[config.mk]
export PLATFORM = sky130hd
export DESIGN_NAME = ps2_frame_rx_flat
export DESIGN_NICKNAME = d
export VERILOG_FILES = /design/src/rtl/ps2_pkg.sv /design/src/rtl/ps2_frame_rx_if.sv /design/src/rtl/ps2_edge_sync.sv /design/src/rtl/ps2_frame_rx.sv /design/src/flat_wrapper.sv
export SDC_FILE = /design/constraint.sdc
export NUM_CORES = 1
export LEC_CHECK = 0
export ABC_AREA = 0
export CAP_MARGIN = 30
export CORE_MARGIN = 5
export CORE_UTILIZATION = 50
export CTS_CLUSTER_SIZE = 40
export DETAILED_ROUTE_END_ITERATION = 7
export PLACE_DENSITY = 0.78
export REMOVE_ABC_BUFFERS = 1
export SLEW_MARGIN = 20
export SYNTH_ARGS = -nofsm -noshare
export SYNTH_HDL_FRONTEND = slang
export SYNTH_SLANG_ARGS = --single-unit
[constraint.sdc]
create_clock -name clk -period 4.4 [get_ports clk]
set_input_delay 0.66 -clock clk [delete_from_list [all_inputs] [get_ports clk]]
set_output_delay 0.66 -clock clk [all_outputs]
set_load 0.02 [all_outputs]
[src/rtl/ps2_pkg.sv]
// ps2_pkg: types and constants shared by the PS/2 frame receiver.
//   ps2_state_e   - receiver FSM states (IDLE, DATA, PARITY, STOP)
//   PS2_DATA_BITS - data bits per frame
//   PS2_LAST_BIT  - bit counter value of the final data bit
package ps2_pkg;

   typedef enum logic [1:0] {
      IDLE   = 2'd0,
      DATA   = 2'd1,
      PARITY = 2'd2,
      STOP   = 2'd3
   } ps2_state_e;

   localparam int         PS2_DATA_BITS = 8;
   localparam logic [2:0] PS2_LAST_BIT  = 3'd7;

endpackage

[src/rtl/ps2_frame_rx_if.sv]
// ps2_frame_rx_if: PS/2 line inputs and received-byte outputs of ps2_frame_rx.
//   ps2_clk, ps2_data - raw PS/2 lines (idle high)
//   rx_data           - last received byte
//   rx_valid          - one-cycle pulse, rx_data updated
//   parity_err        - parity result of the last delivered byte
//   frame_err         - one-cycle pulse on bad stop bit or timeout
//   busy              - receiver is inside a frame
// Modports: master = line driver / byte consumer, slave = the receiver.
interface ps2_frame_rx_if;
   import ps2_pkg::*;

   logic                     ps2_clk;
   logic                     ps2_data;
   logic [PS2_DATA_BITS-1:0] rx_data;
   logic                     rx_valid;
   logic                     parity_err;
   logic                     frame_err;
   logic                     busy;

   modport master (
      output ps2_clk, ps2_data,
      input  rx_data, rx_valid, parity_err, frame_err, busy
   );

   modport slave (
      input  ps2_clk, ps2_data,
      output rx_data, rx_valid, parity_err, frame_err, busy
   );

endinterface

[src/rtl/ps2_edge_sync.sv]
// ps2_edge_sync: synchronizes the raw PS/2 clock and data lines into the
// system clock domain and flags falling edges of the PS/2 clock.
//   clk, clear   - system clock, asynchronous active-high reset
//   ps2_clk_i    - raw PS/2 clock
//   ps2_data_i   - raw PS/2 data
//   clk_sync_o   - synchronized PS/2 clock
//   data_sync_o  - synchronized PS/2 data, aligned with fe_o
//   fe_o         - one-cycle falling-edge strobe, SYNC_STAGES+1 clocks after the pin edge
module ps2_edge_sync #(
   parameter int SYNC_STAGES = 2
) (
   input  logic clk,
   input  logic clear,
   input  logic ps2_clk_i,
   input  logic ps2_data_i,
   output logic clk_sync_o,
   output logic data_sync_o,
   output logic fe_o
);

   logic [SYNC_STAGES-1:0] clk_sync_q;
   logic [SYNC_STAGES-1:0] data_sync_q;
   logic                   clk_prev_q;
   logic                   fe_q;
   logic                   data_q;

   // Lines idle high, so the chains reset to 1 to avoid a phantom edge.
   always_ff @(posedge clk or posedge clear) begin
      if (clear) begin
         clk_sync_q  <= '1;
         data_sync_q <= '1;
         clk_prev_q  <= 1'b1;
         fe_q        <= 1'b0;
         data_q      <= 1'b1;
      end else begin
         clk_sync_q  <= {clk_sync_q[SYNC_STAGES-2:0], ps2_clk_i};
         data_sync_q <= {data_sync_q[SYNC_STAGES-2:0], ps2_data_i};
         clk_prev_q  <= clk_sync_q[SYNC_STAGES-1];
         // Edge strobe and data sample are registered together so the bit
         // presented with fe_o is the one present at the edge.
         fe_q        <= clk_prev_q & ~clk_sync_q[SYNC_STAGES-1];
         data_q      <= data_sync_q[SYNC_STAGES-1];
      end
   end

   assign clk_sync_o  = clk_sync_q[SYNC_STAGES-1];
   assign data_sync_o = data_q;
   assign fe_o        = fe_q;

endmodule

[src/rtl/ps2_frame_rx.sv]
// ps2_frame_rx: PS/2 device-to-host frame receiver. Assembles 11-bit frames
// (start, 8 data LSB-first, odd parity, stop) and delivers one byte per frame.
//   clk, clear - system clock, asynchronous active-high reset
//   bus        - ps2_frame_rx_if.slave: ps2_clk/ps2_data in; rx_data,
//                rx_valid, parity_err, frame_err, busy out
// Parameters: SYNC_STAGES (>=2) synchronizer depth, TIMEOUT_CYCLES idle
// clocks before a partial frame is abandoned.
// Build option: define PS2_RX_TIMEOUT_EN to enable the partial-frame timeout;
// without it a partial frame waits indefinitely for the next edge.
module ps2_frame_rx #(
   parameter int SYNC_STAGES    = 2,
   parameter int TIMEOUT_CYCLES = 10000
) (
   input  logic           clk,
   input  logic           clear,
   ps2_frame_rx_if.slave  bus
);
   import ps2_pkg::*;

   logic fe;
   logic dat;
   logic ps2_clk_sync_unused;

   ps2_edge_sync #(
      .SYNC_STAGES (SYNC_STAGES)
   ) u_edge_sync (
      .clk         (clk),
      .clear       (clear),
      .ps2_clk_i   (bus.ps2_clk),
      .ps2_data_i  (bus.ps2_data),
      .clk_sync_o  (ps2_clk_sync_unused),
      .data_sync_o (dat),
      .fe_o        (fe)
   );

   ps2_state_e               state_q, state_d;
   logic [2:0]               bitcnt_q, bitcnt_d;
   logic [PS2_DATA_BITS-1:0] shreg_q, shreg_d;
   logic [PS2_DATA_BITS-1:0] rx_data_q, rx_data_d;
   logic                     par_q, par_d;
   logic                     rx_valid_q, rx_valid_d;
   logic                     perr_q, perr_d;
   logic                     ferr_q, ferr_d;
   logic                     timeout;

`ifdef PS2_RX_TIMEOUT_EN
   localparam int TO_W = $clog2(TIMEOUT_CYCLES + 1);

   logic [TO_W-1:0] to_q, to_d;

   // Counts clocks since the last edge while inside a frame.
   always_comb begin
      to_d = to_q + TO_W'(1);
      if (state_q == IDLE || fe) begin
         to_d = '0;
      end
      timeout = (to_d == TO_W'(TIMEOUT_CYCLES));
   end

   always_ff @(posedge clk or posedge clear) begin
      if (clear) begin
         to_q <= '0;
      end else begin
         to_q <= to_d;
      end
   end
`else
   logic [$clog2(TIMEOUT_CYCLES + 1)-1:0] to_width_unused;

   assign to_width_unused = '0;
   assign timeout         = 1'b0;
`endif

   always_comb begin
      state_d    = state_q;
      bitcnt_d   = bitcnt_q;
      shreg_d    = shreg_q;
      rx_data_d  = rx_data_q;
      par_d      = par_q;
      perr_d     = perr_q;
      rx_valid_d = 1'b0;
      ferr_d     = 1'b0;

      case (state_q)
         IDLE: begin
            // A high bit on an edge while idle is line noise, not an error.
            if (fe && !dat) begin
               state_d  = DATA;
               bitcnt_d = 3'd0;
            end
         end
         DATA: begin
            if (fe) begin
               shreg_d  = {dat, shreg_q[PS2_DATA_BITS-1:1]};
               bitcnt_d = bitcnt_q + 3'd1;
               if (bitcnt_q == PS2_LAST_BIT) begin
                  state_d = PARITY;
               end
            end
         end
         PARITY: begin
            if (fe) begin
               par_d   = dat;
               state_d = STOP;
            end
         end
         STOP: begin
            if (fe) begin
               state_d = IDLE;
               if (dat) begin
                  // Bytes with bad parity are still delivered and flagged.
                  rx_data_d  = shreg_q;
                  rx_valid_d = 1'b1;
                  perr_d     = ~(^{shreg_q, par_q});
               end else begin
                  ferr_d = 1'b1;
               end
            end
         end
         default: state_d = IDLE;
      endcase

      // Only asserts without an edge, so it cannot collide with delivery.
      if (timeout) begin
         state_d = IDLE;
         ferr_d  = 1'b1;
      end
   end

   always_ff @(posedge clk or posedge clear) begin
      if (clear) begin
         state_q    <= IDLE;
         bitcnt_q   <= 3'd0;
         shreg_q    <= '0;
         rx_data_q  <= '0;
         par_q      <= 1'b0;
         rx_valid_q <= 1'b0;
         perr_q     <= 1'b0;
         ferr_q     <= 1'b0;
      end else begin
         state_q    <= state_d;
         bitcnt_q   <= bitcnt_d;
         shreg_q    <= shreg_d;
         rx_data_q  <= rx_data_d;
         par_q      <= par_d;
         rx_valid_q <= rx_valid_d;
         perr_q     <= perr_d;
         ferr_q     <= ferr_d;
      end
   end

   assign bus.rx_data    = rx_data_q;
   assign bus.rx_valid   = rx_valid_q;
   assign bus.parity_err = perr_q;
   assign bus.frame_err  = ferr_q;
   assign bus.busy       = (state_q != IDLE);

endmodule

[src/flat_wrapper.sv]
// flat-port wrapper written by rule: the top's interface ports become plain ports
module ps2_frame_rx_flat import ps2_pkg::*;
#(
   parameter int SYNC_STAGES    = 2,
   parameter int TIMEOUT_CYCLES = 10000
)
  (clk, clear, bus_ps2_clk, bus_ps2_data, bus_rx_data, bus_rx_valid, bus_parity_err, bus_frame_err, bus_busy);
  ps2_frame_rx_if bus_i ();
  input  logic clk;
  input  logic clear;
  input wire logic [$bits(bus_i.ps2_clk)-1:0] bus_ps2_clk;
  input wire logic [$bits(bus_i.ps2_data)-1:0] bus_ps2_data;
  output wire logic [$bits(bus_i.rx_data)-1:0] bus_rx_data;
  output wire logic [$bits(bus_i.rx_valid)-1:0] bus_rx_valid;
  output wire logic [$bits(bus_i.parity_err)-1:0] bus_parity_err;
  output wire logic [$bits(bus_i.frame_err)-1:0] bus_frame_err;
  output wire logic [$bits(bus_i.busy)-1:0] bus_busy;
  assign bus_i.ps2_clk = bus_ps2_clk;
  assign bus_i.ps2_data = bus_ps2_data;
  assign bus_rx_data = bus_i.rx_data;
  assign bus_rx_valid = bus_i.rx_valid;
  assign bus_parity_err = bus_i.parity_err;
  assign bus_frame_err = bus_i.frame_err;
  assign bus_busy = bus_i.busy;
  ps2_frame_rx #(.SYNC_STAGES(SYNC_STAGES), .TIMEOUT_CYCLES(TIMEOUT_CYCLES)) u_core (.clk(clk), .clear(clear), .bus(bus_i));
endmodule
==> flow_summary_export.csv, run 1 <==
group,metric,value,unit
place,dp_cells,134,
clocking,cts-root-buf,"clkbuf_4",
timing,whs,355,ps
yosys,flop_cell,"dfrtp_1",
yosys,ys_seq_share,0.617,
die,io_pins,16,
yosys,edf_count,0,
clocking,cts-resized-gates,0,
place,port_buffers,15,
timing,finalSetupViolCount,0,
cells_and_area,fin_nets,121,
timing,maxSlewViolCount,0,
detailed_routing,ant_nets,0,
timing,max_slew.worst_pin.slew,533,ps
die,die_w,61.2,um
global_routing,gr-usage-all-layers,0.134,
place,dpl-instance-area,1500,um^2
detailed_routing,drt_iter0_drc,14,
worst_setup_path,worstSetupEndpointType,"output pin",
die,fp.dieH,61.2,um
detailed_routing,routed_wl,1.88,mm
worst_setup_path,cp.arrival,1730,ps
yosys,synth-seq-cells,32,
worst_setup_path,crit_required,3740,ps
yosys,area_leaders,"dfrtp_1, mux2_2, dfstp_2, ha_1, xnor2_1",
yosys,yosys_area,1310,um^2
power_and_ir_drop,vdd_drop_max,0.000384,V
yosys,synth_warnings,0,
detailed_routing,dr.pass1.iters,4,
timing,timing.fmax,418,MHz
timing,worst_slack,2010,ps
power_and_ir_drop,p_per_area,626,nW/um^2
yosys,top_area_cell,"dfrtp_1",
detailed_routing,vias,741,
clocking,cts-hold-fix-buffers,0,
timing,rsz0062_at_grt,"false",
timing,period_used_share,0.544,
flow_run,warnings,28,
die,std_cell_rows,18,
clocking,cts_buffer_depth,2,
worst_hold_path,holdCritPathClass,"reg -> reg",
detailed_routing,routed_via_density,5.22,
clocking,cts_buffers,5,
cells_and_area,stdcell_count,142,
yosys,yosys.cell_types.count,21,
cells_and_area,logic_area,473,um^2
clocking,h-tree-depth,2,
timing,tns,0,ps
clocking,cts_tree,"done",
outcome,status,"completed",
cells_and_area,area_delta_synth_final,19.4,%
global_routing,antenna_found_initial,0,
yosys,synth_top_area_share,0.497,
die,core_area,2500,um^2
yosys,synthCells,90,
yosys,ys_cells,90,
cells_and_area,final_layout_size_suffix_gt1_frac,0.304,
place,place_congestion,0.660,
flow_run,maxCapViolations,0,
timing,relSlewSlack,0.644,
yosys,synthArstFlopShare,1.00,
timing,hold_viol,0,
detailed_routing,drc_errors,0,
yosys,synthTopCellsByCount,"dfrtp_1, mux2_2, dfstp_2, ha_1",
==> run 1: per-layer routing <==
layer / wire length [um] / vias to the layer above / track usage
li1: - / 346 / -
met1: 797 / 366 / 0.152
met2: 945 / 22 / 0.222
met3: 98 / 7 / 0.0461
met4: 42 / 0 / 0.0743
met5: 0 / - / 0
==> run 1: sequential cells by signal, indices dropped and copies added (netlist names) <==
signal,cells
u_core.bus.parity_err,1
u_core.u_edge_sync.clk_prev_q,1
u_core.bus.rx_valid,1
u_core.u_edge_sync.fe_o,1
u_core.bitcnt_q,3
u_core.bus.rx_data,8
u_core.shreg_q,8
u_core.bus.frame_err,1
u_core.u_edge_sync.clk_sync_q,2
u_core.par_q,1
u_core.state_q,2
u_core.u_edge_sync.data_sync_o,1
u_core.u_edge_sync.data_sync_q,2
==> run 1: path summary, 6_finish.rpt <==
check,from,end,slack [ps],cells after the start
worst max-delay path,u_core.state_q[0],bus_busy,2010,4
min in group asynchronous,clear,u_core.bus.rx_data[6],720,3
worst min register to register,u_core.u_edge_sync.data_sync_q[1],u_core.u_edge_sync.data_sync_o,350,0
max in group asynchronous,clear,u_core.u_edge_sync.data_sync_q[1],3370,3
worst max register to register,u_core.state_q[1],u_core.state_q[1],2780,6
worst min-delay path,u_core.u_edge_sync.data_sync_q[1],u_core.u_edge_sync.data_sync_o,350,0
==> run 1: metrics by stage <==
| stage | utilization | total power, mW |
|---|---|---|
| 2_1_floorplan | - | 0.697 |
| 3_3_place_gp | 0.598 | 0.785 |
| 3_5_place_dp | 0.598 | 0.805 |
| 4_1_cts | 0.626 | 0.995 |
| 5_1_grt | 0.626 | 1.06 |
| 6_report | 0.626 | 0.979 |
==> run 1: logic make-up (layout without fill, tap and decap cells) <==
logic type / Yosys count / count (layout) / synth area share
XOR/XNOR: 7 / 7 / 0.0573
adder cells (fa/ha/maj): 6 / 6 / 0.0573
multiplexers: 19 / 19 / 0.163
AND/OR/NAND/NOR: 10 / 10 / 0.0334
buffers and inverters: 7 / 29 / 0.0220
flip-flops: 32 / 32 / 0.617
AND-OR/OR-AND: 9 / 9 / 0.0497
==> run 1: critical path, stage by stage (launching register included) <==
cell	delay [ps]
dfrtp_1	400
inv_1	90
ha_1	270
inv_1	70
clkdlybuf4s50_1	590
==> run 1: area by class of cell <==
type | count | share of cell area
well taps | 30 | 0.0240
inverters | 5 | 0.0120
multi-input cells | 51 | 0.302
clock buffers | 8 | 0.0440
repair buffers | 16 | 0.101
flip-flops and latches | 32 | 0.517
==> run 1: cell usage in the layout (no fill, tap or decap) <==
master           count
nand2b_1             1
inv_1                5
nor2_1               2
a21oi_1              2
ha_1                 6
buf_4                1
nand3_1              1
clkbuf_1             1
mux2_2              19
a21bo_2              1
clkbuf_8             2
dfstp_2              6
clkbuf_4             5
o32a_1               1
o21ai_0              1
o21ai_1              1
nand2_1              5
xnor3_1              1
dfrtp_1             26
nor2b_1              1
xnor2_1              5
a22o_1               2
clkdlybuf4s50_1     15
xor2_1               1
o211ai_1             1
==> run 1: report_power, final <==
group / internal [mW] / switching (mW)
logic: 0.210 / 0.153
registers: 0.371 / 0.0604
clock network: 0.0939 / 0.0909
Run 1, met1 routing:
Scale bar: 20 um.
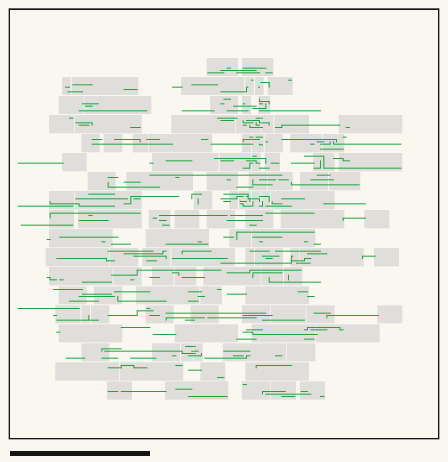
nets with wire on the layer: 106
main direction: horizontal
wire length on this layer: 798 um

Run 1, signal wires on met2:
Scale bar: 20 um.
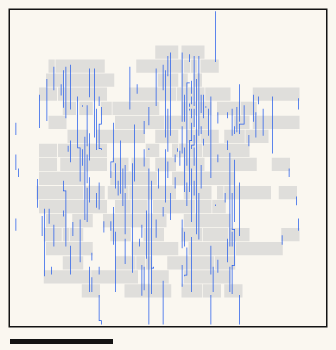
share of all routed wire: 50%
nets with wire on the layer: 102
main direction: vertical

Run 1, metal 3:
Scale bar: 20 um.
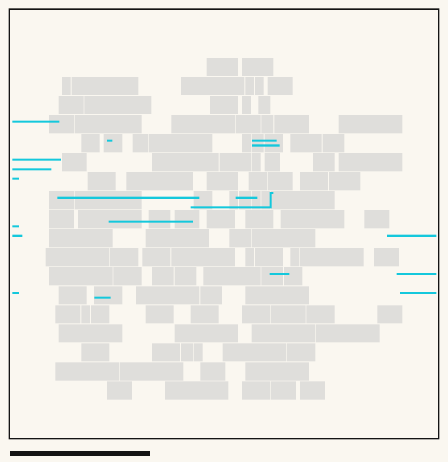
main direction: horizontal
longest straight run: 20.0 um
share of all routed wire: 5.2%
wire length on this layer: 98.4 um

==> run 2: changes to the inputs <==
==> constraint.sdc (replaced) <==
create_clock -name clk -period 2.39 [get_ports clk]
set_input_delay 0.3585 -clock clk [delete_from_list [all_inputs] [get_ports clk]]
set_output_delay 0.3585 -clock clk [all_outputs]
set_load 0.02 [all_outputs]
==> flow_summary_export.csv, run 2 <==
group,metric,value,unit
worst_setup_path,crit_chain,"inv_1 > ha_1 > inv_1 > clkdlybuf4s50_1",
global_routing,busiest_layer,"met2",
die,std_cell_rows,18,
power_and_ir_drop,vdd_drop_max,0.000827,V
die,io_pins,16,
yosys,synthCells,90,
global_routing,antenna_found_initial,0,
detailed_routing,ant_nets,0,
yosys,ys_cells,90,
die,die_w,61.2,um
worst_hold_path,hold_start,"u_core.u_edge_sync.data_sync_q[0]",
yosys,flop_cell,"dfrtp_1",
place,port_buffers,15,
detailed_routing,dr.pass1.iters,4,
yosys,synth_warnings,0,
detailed_routing,routed_wl,1.98,mm
worst_setup_path,path_buffers,3,
timing,timing.fmax,474,MHz
global_routing,first_global_vias,775,
cells_and_area,final_layout_size_suffix_gt1_frac,0.304,
worst_setup_path,worstSetupEndpointType,"output pin",
detailed_routing,drt_iter0_drc,25,
yosys,top_area_cell,"dfrtp_1",
worst_hold_path,hold-path-cell-count,0,
detailed_routing,vias,742,
yosys,synthArstFlopShare,1.00,
outcome,status,"completed",
clocking,cts_buffers,5,
global_routing,gr-usage-all-layers,0.132,
yosys,yosys_area,1310,um^2
worst_setup_path,r2r_cells,6,
timing,max_slew.worst_pin.slew,540,ps
worst_setup_path,worst_path_dominant_cell_family,"buffers and inverters",
cells_and_area,logic_area,473,um^2
timing,rsz0062_at_grt,"false",
yosys,yosys.cell_types.count,21,
yosys,synthTopCellsByCount,"dfrtp_1, mux2_2, dfstp_2, ha_1",
die,core_area,2500,um^2
clocking,cts_tree,"done",
yosys,synth-seq-cells,32,
clocking,cts-hold-fix-buffers,0,
power_and_ir_drop,p_per_area,1190,nW/um^2
cells_and_area,layout_top_cell,"dfrtp_1",
yosys,area_leaders,"dfrtp_1, mux2_2, dfstp_2, ha_1, xnor2_1",
flow_run,warnings,28,
worst_setup_path,max_stage_delay,590,ps
timing,worst_slack,280,ps
detailed_routing,drc_errors,0,
yosys,edf_count,0,
cells_and_area,area_delta_synth_final,20.0,%
timing,tns,0,ps
timing,period_used_share,0.883,
cells_and_area,fin_nets,121,
clocking,h-tree-depth,2,
cells_and_area,final_cell_mix,"dfrtp_1, mux2_2, clkdlybuf4s50_1",
clocking,cts-resized-gates,0,
worst_hold_path,min_to,"u_core.u_edge_sync.data_sync_q[1]",
worst_setup_path,crit_required,2030,ps
clocking,cts-root-buf,"clkbuf_4",
worst_setup_path,r2r_start,"u_core.state_q[1]",
worst_setup_path,cpMostUsedCell,"inv_1",
clocking,cts_buffer_depth,2,
global_routing,grt_use_met3,0.0566,
worst_setup_path,path_max_fanout,6,
timing,maxSlewViolCount,0,
worst_setup_path,r2r-end,"u_core.state_q[1]",
worst_setup_path,cp.arrival,1750,ps
global_routing,use_met1,0.150,
place,place_congestion,0.660,
yosys,synth_top_area_share,0.497,
flow_run,maxCapViolations,0,
cells_and_area,seqCellArea,808,um^2
detailed_routing,routed_via_density,5.23,
timing,relSlewSlack,0.639,
worst_setup_path,r2r_slack,720,ps
worst_setup_path,cp_slowest_cell,"clkdlybuf4s50_1",
timing,finalSetupViolCount,0,
timing,hold_viol,0,
yosys,ys_seq_share,0.617,
timing,whs,361,ps
worst_hold_path,holdCritPathClass,"reg -> reg",
global_routing,use_met2,0.218,
die,fp.dieH,61.2,um
-- run 2: cell count changes in the layout (fill, tap and decap cells not counted) --
cell,change
clkbuf_8,-2
bufinv_16,+1
clkinv_2,+1
-- run 2: cell type report --
cell class                 count  share of cell area
clock buffer                   6              0.0263
inverter                       5              0.0119
tap                           30              0.0239
clock inverter                 2              0.0223
multi-input combinational     51               0.301
timing repair buffer          16               0.100
sequential                    32               0.514
-- run 2: how the worst max path moves through the flow --
stage	from	end	slack (ps)	cells past startpoint
2_1_floorplan	u_core.state_q[1]	u_core.state_q[1]	900	6
3_3_place_gp	u_core.state_q[0]	bus_busy	690	4
3_5_place_dp	u_core.state_q[0]	bus_busy	640	4
4_1_cts	u_core.state_q[0]	bus_busy	270	4
5_1_grt	u_core.state_q[0]	bus_busy	180	4
6_report	u_core.state_q[0]	bus_busy	280	4
-- run 2: kinds of logic after synthesis --
kind of cell,synth area share
and+or+nand+nor,0.0334
AOI/OAI and AO/OA,0.0497
xor gates and xnor gates,0.0573
muxes,0.163
adders and majority gates,0.0573
buffers and inverters,0.0220
DFF,0.617
-- run 2: through the flow --
stage / cell area [um^2] / power, mW / cells / util
floorplan: 1300 / 1.28 / 88 / -
global placement: 1500 / 1.45 / 134 / 0.598
detailed placement: 1500 / 1.48 / 134 / 0.598
CTS: 1570 / 1.89 / 142 / 0.629
global route: 1570 / 2.00 / 142 / 0.629
finish: 1570 / 1.87 / 142 / 0.629
-- run 2: worst reg2reg max path, stage by stage, from the launching register on --
cell     delay (ps)
dfrtp_1         400
inv_1            80
ha_1            200
a21bo_2         190
o21ai_0         120
a21oi_1         210
mux2_2          360
-- run 2: power by group --
part           leakage [nW]  internal [mW]  switching (mW)
sequential            0.406          0.683           0.109
combinational         0.303          0.387           0.290
clock                0.0422          0.219           0.181
-- run 2: routing by layer --
metal / share of wire / up-vias / wire length [um]
met1: 0.44 / 374 / 872
met2: 0.49 / 18 / 969
met3: 0.055 / 3 / 109
li1: - / 347 / -
met5: 0 / - / 0
met4: 0.013 / 0 / 25
Run 2, signal wires on met2:
Scale bar: 20 um.
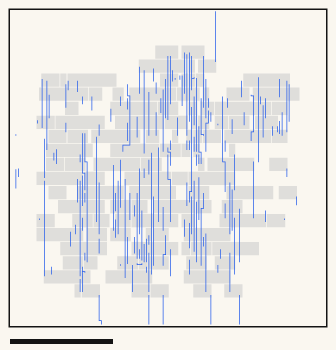
share of all routed wire: 49%
wire length on this layer: 970 um
nets with wire on the layer: 107

Run 2, I/O pins on the die edge:
Scale bar: 20 um. Pins as bars across the die edge, other pins in grey.
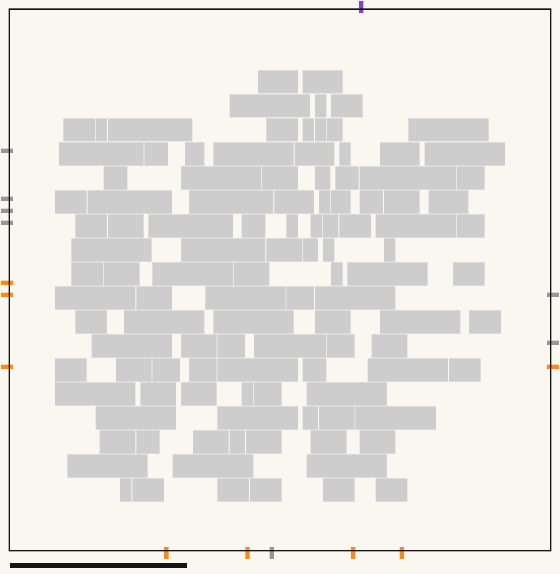
legend:
  orange:
    port: bus_rx_data
    pins: 8
    direction: output
    edge: 4 south, 3 west, 1 east
  purple:
    port: bus_busy
    pins: 1
    direction: output
    edge: north

==> run 3: changes to the inputs <==
--- a/config.mk
+++ b/config.mk
@@ -6,9 +6,10 @@
 export NUM_CORES = 1
 export LEC_CHECK = 0
 export ABC_AREA = 0
+export ABC_CLOCK_PERIOD_IN_PS = 1800
 export CAP_MARGIN = 30
 export CORE_MARGIN = 5
-export CORE_UTILIZATION = 50
+export CORE_UTILIZATION = 48
 export CTS_CLUSTER_SIZE = 40
 export DETAILED_ROUTE_END_ITERATION = 7
 export PLACE_DENSITY = 0.78
==> constraint.sdc (replaced) <==
create_clock -name clk -period 1.8 [get_ports clk]
set_input_delay 0.27 -clock clk [delete_from_list [all_inputs] [get_ports clk]]
set_output_delay 0.27 -clock clk [all_outputs]
set_load 0.02 [all_outputs]
Run 3, metal 3:
Scale bar: 20 um.
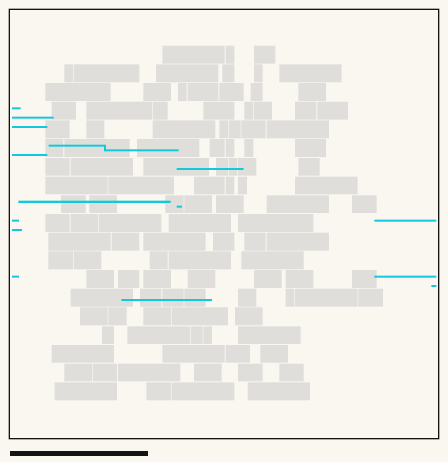
main direction: horizontal
wire length on this layer: 100 um
nets with wire on the layer: 11

==> flow_summary_export.csv, run 3 <==
group,metric,value,unit
global_routing,use_met2,0.177,
clocking,cts-root-buf,"clkbuf_4",
worst_hold_path,holdCritPathClass,"in -> async",
worst_setup_path,cp_slowest_cell,"dfrtp_1",
yosys,yosys_area,1310,um^2
timing,hold_viol,0,
cells_and_area,fin_nets,122,
power_and_ir_drop,switchingPower,0.743,mW
yosys,synthArstFlopShare,1.00,
global_routing,antenna_found_initial,0,
timing,whs,331,ps
power_and_ir_drop,p_per_area,1550,nW/um^2
yosys,synth_warnings,0,
place,dp_cells,136,
place,dpl-instance-area,1500,um^2
yosys,synthTopCellsByCount,"dfrtp_1, mux2_2, dfstp_2, ha_1",
die,die_w,62.2,um
yosys,synth_top_area_share,0.497,
cells_and_area,stdcell_count,144,
power_and_ir_drop,p_total,2.46,mW
global_routing,busiest_layer,"met2",
detailed_routing,routed_wl,1.82,mm
global_routing,grt_use_met3,0.0523,
place,port_buffers,15,
cells_and_area,area_delta_synth_final,21.5,%
timing,tns,0,ps
clocking,cts_buffer_depth,2,
timing,maxSlewViolCount,0,
detailed_routing,drc_errors,0,
yosys,edf_count,0,
power_and_ir_drop,sw_frac_of_total,0.302,
detailed_routing,routed_via_density,5.09,
flow_run,maxCapViolations,0,
cells_and_area,fin_area,1590,um^2
worst_setup_path,crit_chain,"inv_1 > ha_4 > inv_1 > dlygate4sd2_1",
timing,max_slew.worst_pin.slew,386,ps
clocking,cts_buffers,5,
place,place_congestion,0.767,
cells_and_area,fin_util,0.592,
timing,worst_slack,124,ps
yosys,area_leaders,"dfrtp_1, mux2_2, dfstp_2, ha_1, xnor2_1",
yosys,flop_cell,"dfrtp_1",
die,io_pins,16,
timing,finalSetupViolCount,0,
worst_setup_path,max_stage_delay,430,ps
detailed_routing,vias,733,
die,fp.dieH,62.2,um
power_and_ir_drop,clkPwrFrac,0.208,
yosys,ys_seq_share,0.617,
clocking,h-tree-depth,2,
timing,period_used_share,0.931,
worst_setup_path,path_max_fanout,6,
yosys,yosys.cell_types.count,21,
yosys,synthCells,90,
yosys,top_area_cell,"dfrtp_1",
outcome,status,"completed",
power_and_ir_drop,pwr-share-seq,0.426,
die,core_area,2690,um^2
power_and_ir_drop,p_int,1.72,mW
global_routing,gr-usage-all-layers,0.110,
clocking,cts_tree,"done",
detailed_routing,dr.pass1.iters,3,
Run 3, signal wires on met2:
Scale bar: 20 um.
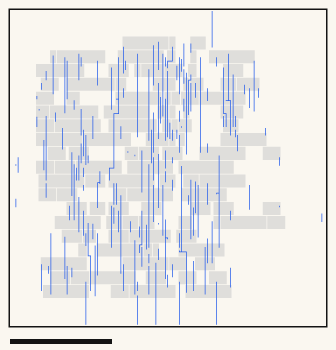
share of all routed wire: 49%
wire length on this layer: 888 um

-- run 3: timing repair --
| item | CTS | global route |
|---|---|---|
| setup buffers | 0 | 0 |
| pin swaps | 0 | 0 |
| hold endpoints to repair | 0 | 0 |
| resized | 1 | 2 |
| endpoints found under the setup margin | 1 | 1 |
-- run 3: cell families after synthesis --
| family | Yosys count | share of synthesized area |
|---|---|---|
| mux | 19 | 0.163 |
| flops | 32 | 0.617 |
| fa+ha+maj | 6 | 0.0573 |
| compound gates | 9 | 0.0497 |
| simple gates | 10 | 0.0334 |
| buf+inv | 7 | 0.0220 |
| xor+xnor | 7 | 0.0573 |
-- run 3: final timing paths --
path | start | endpoint | slack (ps) | depth (start not counted)
min | clear | u_core.u_edge_sync.fe_o | 330 | 3
min reg2reg | u_core.u_edge_sync.data_sync_q[1] | u_core.u_edge_sync.data_sync_o | 360 | 0
max in group asynchronous | clear | u_core.u_edge_sync.clk_sync_q[1] | 1150 | 3
max reg2reg | u_core.state_q[1] | u_core.state_q[1] | 130 | 6
min in group clk | bus_ps2_data | u_core.u_edge_sync.data_sync_q[0] | 350 | 1
max | u_core.state_q[0] | bus_busy | 120 | 4
-- run 3: metal layers --
metal,up-vias,part of all wire
li1,350,-
met1,362,0.44
met2,15,0.49
met3,6,0.055
met4,0,0.019
met5,-,0
-- run 3: final cells by class --
| cell class | count | area, um^2 |
|---|---|---|
| clock inverters | 2 | 35.0 |
| flip-flops and latches | 32 | 808 |
| repair buffers | 17 | 164 |
| fillers | 224 | 1090 |
| clock buffers | 6 | 41.3 |
| well taps | 31 | 38.8 |
| multi-input cells | 51 | 485 |
| inverters | 5 | 18.8 |
-- run 3: power by group through the flow --
stage	Clock (mW)	Sequential, mW	Combinational, mW
2_1_floorplan	0	1.10	0.605
3_3_place_gp	0	1.05	0.870
3_5_place_dp	0	1.06	0.894
4_1_cts	0.544	1.05	0.891
5_1_grt	0.587	1.08	0.980
6_report	0.513	1.05	0.900
-- run 3: worst max-delay path, delay by kind of cell, from the launching register on --
kind | cells | cell delay (ps)
buf+inv | 3 | 480
flops | 1 | 430
fa+ha+maj | 1 | 170
No activity file was given, so power comes from the tool's default toggle rates.
